--- src/rtl/ppu_pkg.sv ---
// Shared PPU types: operation stream encoding, normalizer FSM states,
// and the accumulator fixed-point format defaults.
package ppu_pkg;

    typedef enum logic [2:0] {
        OP_NOP,
        OP_ADD,
        OP_SUB,
        OP_MUL,
        OP_DIV,
        OP_FMADD
    } operation_e;

    typedef enum logic [1:0] {
        NORM_IDLE,
        NORM_RUN,
        NORM_OUT
    } fma_norm_state_e;

    // Fixed-point accumulator format, shared with the accumulator.
    localparam int FMA_FX_M          = 31;
    localparam int FMA_FX_B          = 64;
    localparam int FMA_FIR_TE_SIZE   = 7;
    localparam int FMA_FIR_FRAC_SIZE = 14;
    localparam int FMA_SHIFT_STEP    = 8;
    localparam int FMA_FIR_W         = 1 + FMA_FIR_TE_SIZE + FMA_FIR_FRAC_SIZE;

    // Sign/magnitude view of an accumulator value.
    typedef struct packed {
        logic                sign;
        logic [FMA_FX_B-1:0] mag;
    } fma_fx_sm_t;

endpackage

--- src/rtl/fma_acc_normalizer_if.sv ---
// Result handshake bundle of the accumulator normalizer.
// master: fir_o/zero_o/sticky_o/valid_o out, ready_i in; slave mirrors it.
interface fma_acc_normalizer_if #(
    parameter int FIR_W = 22
);
    logic [FIR_W-1:0] fir_o;
    logic             zero_o;
    logic             sticky_o;
    logic             valid_o;
    logic             ready_i;

    modport master (
        output fir_o,
        output zero_o,
        output sticky_o,
        output valid_o,
        input  ready_i
    );

    modport slave (
        input  fir_o,
        input  zero_o,
        input  sticky_o,
        input  valid_o,
        output ready_i
    );
endinterface

--- src/rtl/fma_acc_normalizer.sv ---
// Normalizes the FMA accumulator at the end of each FMADD burst into a
// {sign, te, mant} FIR, with a one-entry pending slot for back-to-back bursts.
// Ports: clk_i, rst_i (sync, active-high), op_i, fixed_i,
//   res_if (master: fir_o, zero_o, sticky_o, valid_o, ready_i),
//   busy_o (FSM not idle), overrun_o (1-cycle pulse: burst end dropped).
// Build option: FMA_NORM_STICKY_EN drives sticky_o from the discarded low bits.
module fma_acc_normalizer
    import ppu_pkg::*;
#(
    parameter int FX_M          = FMA_FX_M,
    parameter int FX_B          = FMA_FX_B,
    parameter int FIR_TE_SIZE   = FMA_FIR_TE_SIZE,
    parameter int FIR_FRAC_SIZE = FMA_FIR_FRAC_SIZE,
    parameter int SHIFT_STEP    = FMA_SHIFT_STEP
) (
    input  logic                        clk_i,
    input  logic                        rst_i,
    input  operation_e                  op_i,
    input  logic [FX_B-1:0]             fixed_i,
    fma_acc_normalizer_if.master        res_if,
    output logic                        busy_o,
    output logic                        overrun_o
);

    localparam int LZC_W = $clog2(FX_B) + 1;
    localparam logic [FIR_TE_SIZE-1:0] TE_BIAS = FIR_TE_SIZE'(FX_B - 1 - FX_M);

    fma_norm_state_e    r_state, w_state_n;
    operation_e         r_opq;
    logic               r_sign, w_sign_n;
    logic [FX_B-1:0]    r_mag, w_mag_n;
    logic [LZC_W-1:0]   r_lzc, w_lzc_n;
    logic               r_pend_v, w_pend_v_n;
    logic               r_pend_sign, w_pend_sign_n;
    logic [FX_B-1:0]    r_pend_mag, w_pend_mag_n;
    logic               r_overrun, w_ovr_n;

    logic               w_burst_end;
    logic               w_new_sign;
    logic [FX_B-1:0]    w_new_mag;
    logic               w_valid;
    logic               w_hs;
    logic               w_coarse;
    logic               w_zero;
    logic [FIR_TE_SIZE-1:0] w_te;
    logic               w_load, w_park;
    logic               w_ld_sign;
    logic [FX_B-1:0]    w_ld_mag;

    assign w_burst_end = (op_i != OP_FMADD) && (r_opq == OP_FMADD);
    assign w_new_sign  = fixed_i[FX_B-1];
    // Two's-complement negate; the most-negative value maps to 2^(FX_B-1).
    assign w_new_mag   = w_new_sign ? (~fixed_i + FX_B'(1)) : fixed_i;

    assign w_valid  = (r_state == NORM_OUT);
    assign w_hs     = w_valid && res_if.ready_i;
    assign w_coarse = ~|r_mag[FX_B-1 -: SHIFT_STEP];
    // Normalized non-zero values have MSB set, so an all-zero mag means zero.
    assign w_zero   = (r_mag == '0);
    assign w_te     = w_zero ? '0 : TE_BIAS - FIR_TE_SIZE'(r_lzc);

    assign res_if.fir_o   = w_valid ? {r_sign, w_te, r_mag[FX_B-1 -: FIR_FRAC_SIZE]} : '0;
    assign res_if.zero_o  = w_valid && w_zero;
    assign res_if.valid_o = w_valid;
`ifdef FMA_NORM_STICKY_EN
    assign res_if.sticky_o = w_valid && (|r_mag[FX_B-FIR_FRAC_SIZE-1:0]);
`else
    assign res_if.sticky_o = 1'b0;
`endif
    assign busy_o    = (r_state != NORM_IDLE);
    assign overrun_o = r_overrun;

    always_comb begin
        w_state_n     = r_state;
        w_sign_n      = r_sign;
        w_mag_n       = r_mag;
        w_lzc_n       = r_lzc;
        w_pend_v_n    = r_pend_v;
        w_pend_sign_n = r_pend_sign;
        w_pend_mag_n  = r_pend_mag;
        w_ovr_n       = 1'b0;
        w_load        = 1'b0;
        w_park        = 1'b0;
        w_ld_sign     = w_new_sign;
        w_ld_mag      = w_new_mag;
        unique case (r_state)
            NORM_IDLE: begin
                w_load = w_burst_end;
            end
            NORM_RUN: begin
                if (w_coarse) begin
                    w_mag_n = r_mag << SHIFT_STEP;
                    w_lzc_n = r_lzc + LZC_W'(SHIFT_STEP);
                end else if (!r_mag[FX_B-1]) begin
                    w_mag_n = r_mag << 1;
                    w_lzc_n = r_lzc + LZC_W'(1);
                end else begin
                    w_state_n = NORM_OUT;
                end
                w_park = w_burst_end;
            end
            NORM_OUT: begin
                if (w_hs) begin
                    if (r_pend_v) begin
                        // Pending moves to working; a same-edge burst end refills it.
                        w_load        = 1'b1;
                        w_ld_sign     = r_pend_sign;
                        w_ld_mag      = r_pend_mag;
                        w_pend_v_n    = w_burst_end;
                        w_pend_sign_n = w_new_sign;
                        w_pend_mag_n  = w_new_mag;
                    end else if (w_burst_end) begin
                        w_load = 1'b1;
                    end else begin
                        w_state_n = NORM_IDLE;
                    end
                end else begin
                    w_park = w_burst_end;
                end
            end
            default: begin
                w_state_n = NORM_IDLE;
            end
        endcase
        if (w_park) begin
            if (!r_pend_v) begin
                w_pend_v_n    = 1'b1;
                w_pend_sign_n = w_new_sign;
                w_pend_mag_n  = w_new_mag;
            end else begin
                w_ovr_n = 1'b1;
            end
        end
        if (w_load) begin
            w_sign_n  = w_ld_sign;
            w_mag_n   = w_ld_mag;
            w_lzc_n   = '0;
            w_state_n = (w_ld_mag == '0) ? NORM_OUT : NORM_RUN;
        end
    end

    always_ff @(posedge clk_i) begin
        if (rst_i) begin
            r_state     <= NORM_IDLE;
            r_opq       <= OP_NOP;
            r_sign      <= 1'b0;
            r_mag       <= '0;
            r_lzc       <= '0;
            r_pend_v    <= 1'b0;
            r_pend_sign <= 1'b0;
            r_pend_mag  <= '0;
            r_overrun   <= 1'b0;
        end else begin
            r_state     <= w_state_n;
            r_opq       <= op_i;
            r_sign      <= w_sign_n;
            r_mag       <= w_mag_n;
            r_lzc       <= w_lzc_n;
            r_pend_v    <= w_pend_v_n;
            r_pend_sign <= w_pend_sign_n;
            r_pend_mag  <= w_pend_mag_n;
            r_overrun   <= w_ovr_n;
        end
    end

endmodule

--- src/flat_wrapper.sv ---
// flat-port wrapper written by rule: the top's interface ports become plain ports
module fma_acc_normalizer_flat import ppu_pkg::*;
#(
    parameter int FX_M          = FMA_FX_M,
    parameter int FX_B          = FMA_FX_B,
    parameter int FIR_TE_SIZE   = FMA_FIR_TE_SIZE,
    parameter int FIR_FRAC_SIZE = FMA_FIR_FRAC_SIZE,
    parameter int SHIFT_STEP    = FMA_SHIFT_STEP
)
  (clk_i, rst_i, op_i, fixed_i, busy_o, overrun_o, res_if_fir_o, res_if_zero_o, res_if_sticky_o, res_if_valid_o, res_if_ready_i);
  fma_acc_normalizer_if res_if_i ();
  input  logic clk_i;
  input  logic rst_i;
  input  operation_e op_i;
  input  logic [FX_B-1:0] fixed_i;
  output logic busy_o;
  output logic overrun_o;
  output wire logic [$bits(res_if_i.fir_o)-1:0] res_if_fir_o;
  output wire logic [$bits(res_if_i.zero_o)-1:0] res_if_zero_o;
  output wire logic [$bits(res_if_i.sticky_o)-1:0] res_if_sticky_o;
  output wire logic [$bits(res_if_i.valid_o)-1:0] res_if_valid_o;
  input wire logic [$bits(res_if_i.ready_i)-1:0] res_if_ready_i;
  assign res_if_fir_o = res_if_i.fir_o;
  assign res_if_zero_o = res_if_i.zero_o;
  assign res_if_sticky_o = res_if_i.sticky_o;
  assign res_if_valid_o = res_if_i.valid_o;
  assign res_if_i.ready_i = res_if_ready_i;
  fma_acc_normalizer #(.FX_M(FX_M), .FX_B(FX_B), .FIR_TE_SIZE(FIR_TE_SIZE), .FIR_FRAC_SIZE(FIR_FRAC_SIZE), .SHIFT_STEP(SHIFT_STEP)) u_core (.clk_i(clk_i), .rst_i(rst_i), .op_i(op_i), .fixed_i(fixed_i), .res_if(res_if_i), .busy_o(busy_o), .overrun_o(overrun_o));
endmodule
--- config.mk ---
export PLATFORM = sky130hd
export DESIGN_NAME = fma_acc_normalizer_flat
export DESIGN_NICKNAME = d
export VERILOG_FILES = /design/src/rtl/ppu_pkg.sv /design/src/rtl/fma_acc_normalizer_if.sv /design/src/rtl/fma_acc_normalizer.sv /design/src/flat_wrapper.sv
export SDC_FILE = /design/constraint.sdc
export NUM_CORES = 1
export LEC_CHECK = 0
export CAP_MARGIN = 20
export CORE_MARGIN = 2
export CORE_UTILIZATION = 40
export DETAILED_ROUTE_END_ITERATION = 8
export GPL_ROUTABILITY_DRIVEN = 0
export PLACE_DENSITY_LB_ADDON = 0.2
export SETUP_SLACK_MARGIN = 0.2
export SLEW_MARGIN = 20
export SYNTH_ARGS = -nofsm -noshare
export SYNTH_HDL_FRONTEND = slang
export SYNTH_SLANG_ARGS = --single-unit
--- constraint.sdc ---
create_clock -name clk_i -period 3.7 [get_ports clk_i]
set_input_delay 0.74 -clock clk_i [delete_from_list [all_inputs] [get_ports clk_i]]
set_output_delay 0.74 -clock clk_i [all_outputs]
set_load 0.03 [all_outputs]
==> metrics.cfg <==
[outcome]
status=completed

[finish]
n_fill_cell=2228
layout_top_cell=buf_4
comb_area_um2=6599
drive_gt1_share_pct=24.01
diodes=0
lay_top_cells=buf_4 (268), nor2_1 (217), nand2_1 (194)
instances_no_fill=1960

[run]
max_cap_violations=0
warnings=36

[placed_design]
dp_hpwl_mm=25.21
place_area_um2=12470

[logic_synthesis]
syn_area_per_cell_um2=7.104
synth-async-reset-ratio_pct=0
yosysTopAreaCell=dfxtp_1
top_cell_area_share_pct=30.10
yosys_cells=1348
synth_nets=1427
synth_seq_share_pct=30.10
synth_area_um2=9577

[die]
coreArea_um2=23470
fp_util_pct=40.80
dieArea_um2=25200

[sta]
period_used_pct=98.77
slew_violations=0
layout_min_cycle_time_ns=3.655
setup_tns_ns=0
fmax_mhz=273.6

[power]
report.power.total_mw=4.734
ir_worst_vdd_mv=0.3643

[routing]
drt_first_pass_iters=5
routed_wl_mm=34.57
vias_per_cell=5.645
num_vias=11065
initialDrtViolationCount=910
antenna_left=0

[clock_network]
clock_latency_ns=0.43
clkTransAtPathRegs_ns=0.07
cts_htree_levels=4
ctsHoldBuffers=0
ctsLongestPathBuffers=2
cts_sinks=144

[grt]
grt_pass1_wl_mm=54.14

[setup_path]
arrival_ns=4.00
worst-path-buf-inv=2
cp-start-kind=input port
worstSetupEndpointType=flip-flop

[min_path]
holdPathStages=2

==> layout make-up <==
type | count | area share [%]
multi-input combinational | 1074 | 48.12
timing repair buffer | 373 | 23.09
sequential | 144 | 21.02
clock buffer | 17 | 3.102
tap | 319 | 2.911
clock inverter | 15 | 1.259
inverter | 18 | 0.4927
==> flip-flops by register name, indices dropped and copies added, names as in the netlist <==
register,flops
u_core.overrun_o,1
u_core.r_lzc,7
u_core.r_mag,64
u_core.r_opq,3
u_core.r_pend_mag,64
u_core.r_pend_sign,1
u_core.r_pend_v,1
u_core.r_sign,1
u_core.r_state,2
==> per-layer routing <==
layer  wire length, um  track usage [%]  vias to the layer above
met5                 0                0                        -
met4              1029            9.925                        0
met3              2193            3.631                       64
met2             15690            41.50                      434
met1             15660            36.67                     5137
li1                  -                -                     5430
==> power breakdown <==
part / internal [mW] / switching (mW)
Combinational: 0.548 / 0.736
Clock: 1.02 / 0.769
Sequential: 1.60 / 0.0602
==> repair_timing <==
item | 4_1_cts | 5_1_grt
endpoints found under the setup margin | 11 | 3
pin swaps | 11 | 48
gates resized | 31 | 98
buffers inserted | 6 | 20
==> final timing paths <==
check,endpoint
min,u_core.r_sign
min reg2reg,u_core.r_sign
max reg2reg,u_core.r_state[1]
max,u_core.r_state[1]
==> kinds of logic after synthesis <==
| logic type | after synthesis | synth area share [%] |
|---|---|---|
| muxes | 5 | 0.5226 |
| AOI/OAI and AO/OA | 352 | 25.36 |
| and+or+nand+nor | 639 | 31.32 |
| xor gates and xnor gates | 68 | 6.219 |
| adders and majority gates | 9 | 1.176 |
| DFF | 144 | 30.10 |
| other | 1 | 0.03916 |
| buffers and inverters | 130 | 5.265 |
==> synth_stat cells, types with 3 or more instances <==
master and number:
a21oi_1 125, mux2i_1 5, dfxtp_1 144, nor3_1 40, o211ai_1 23, o41ai_1 6, a31oi_1 18, a41oi_1 3
nand4b_1 5, o311ai_0 3, o21ai_0 26, o21ai_1 4, and3_1 6, or2_2 4, o41ai_2 4, xor2_1 44
nor4_2 5, clkbuf_1 93, and4_1 4, a311o_1 42, buf_2 4, ha_1 9, buf_1 13, nand3_1 27
nand2_1 197, nand4_1 17, a211oi_1 57, o31ai_1 12, or4_1 10, xnor2_1 24, inv_1 18, nor2b_1 8
nand2b_1 6, nor4_1 38, a311oi_1 5, and2_1 22, nor2_1 218, or3_1 21
==> worst reg2reg max path, delay by kind of cell (launching register included) <==
kind                     cells  cell delay, ns
AND-OR/OR-AND                5            1.23
AND/OR/NAND/NOR              5            0.72
buffers and inverters        3            0.54
adder cells (fa/ha/maj)      1            0.41
flip-flops                   1            0.33
==> images/placement_by_type.png <==
The bar under the picture is 50 um long.
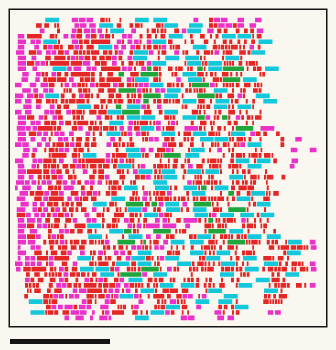
Red is combinational and other logic, cells 1,092, share of their area 50%. Green is clock drivers and dummy loads, cells 32, share of their area 4.5%. Cyan is flops, cells 144, share of their area 22%. Magenta is other buffers and delay cells, cells 373, share of their area 24%.

==> images/io_fan.png <==
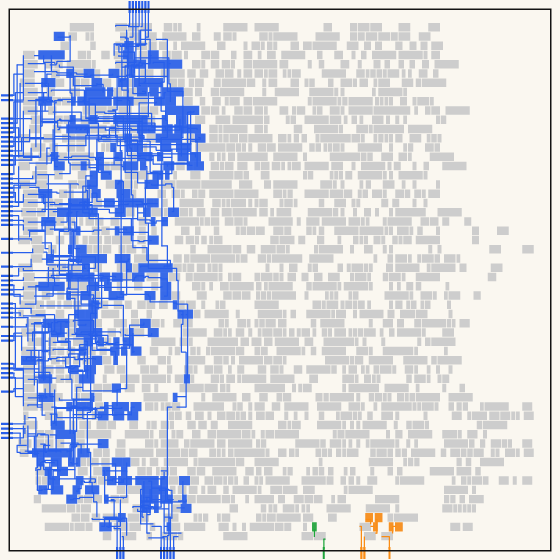
Blue is `fixed_i`, bits 64, direction input, end cells 219, buffers 134, wire 4,480 um. Green is `busy_o`, bits 1, direction output, end cells 1, buffers 1, wire 5.60 um. Orange is `op_i`, bits 3, direction input, end cells 5, buffers 3, wire 28.1 um.
count of input and output buffers: 95
num ports: 97

Power figures rest on the tool's default switching activity, not on a simulated workload.
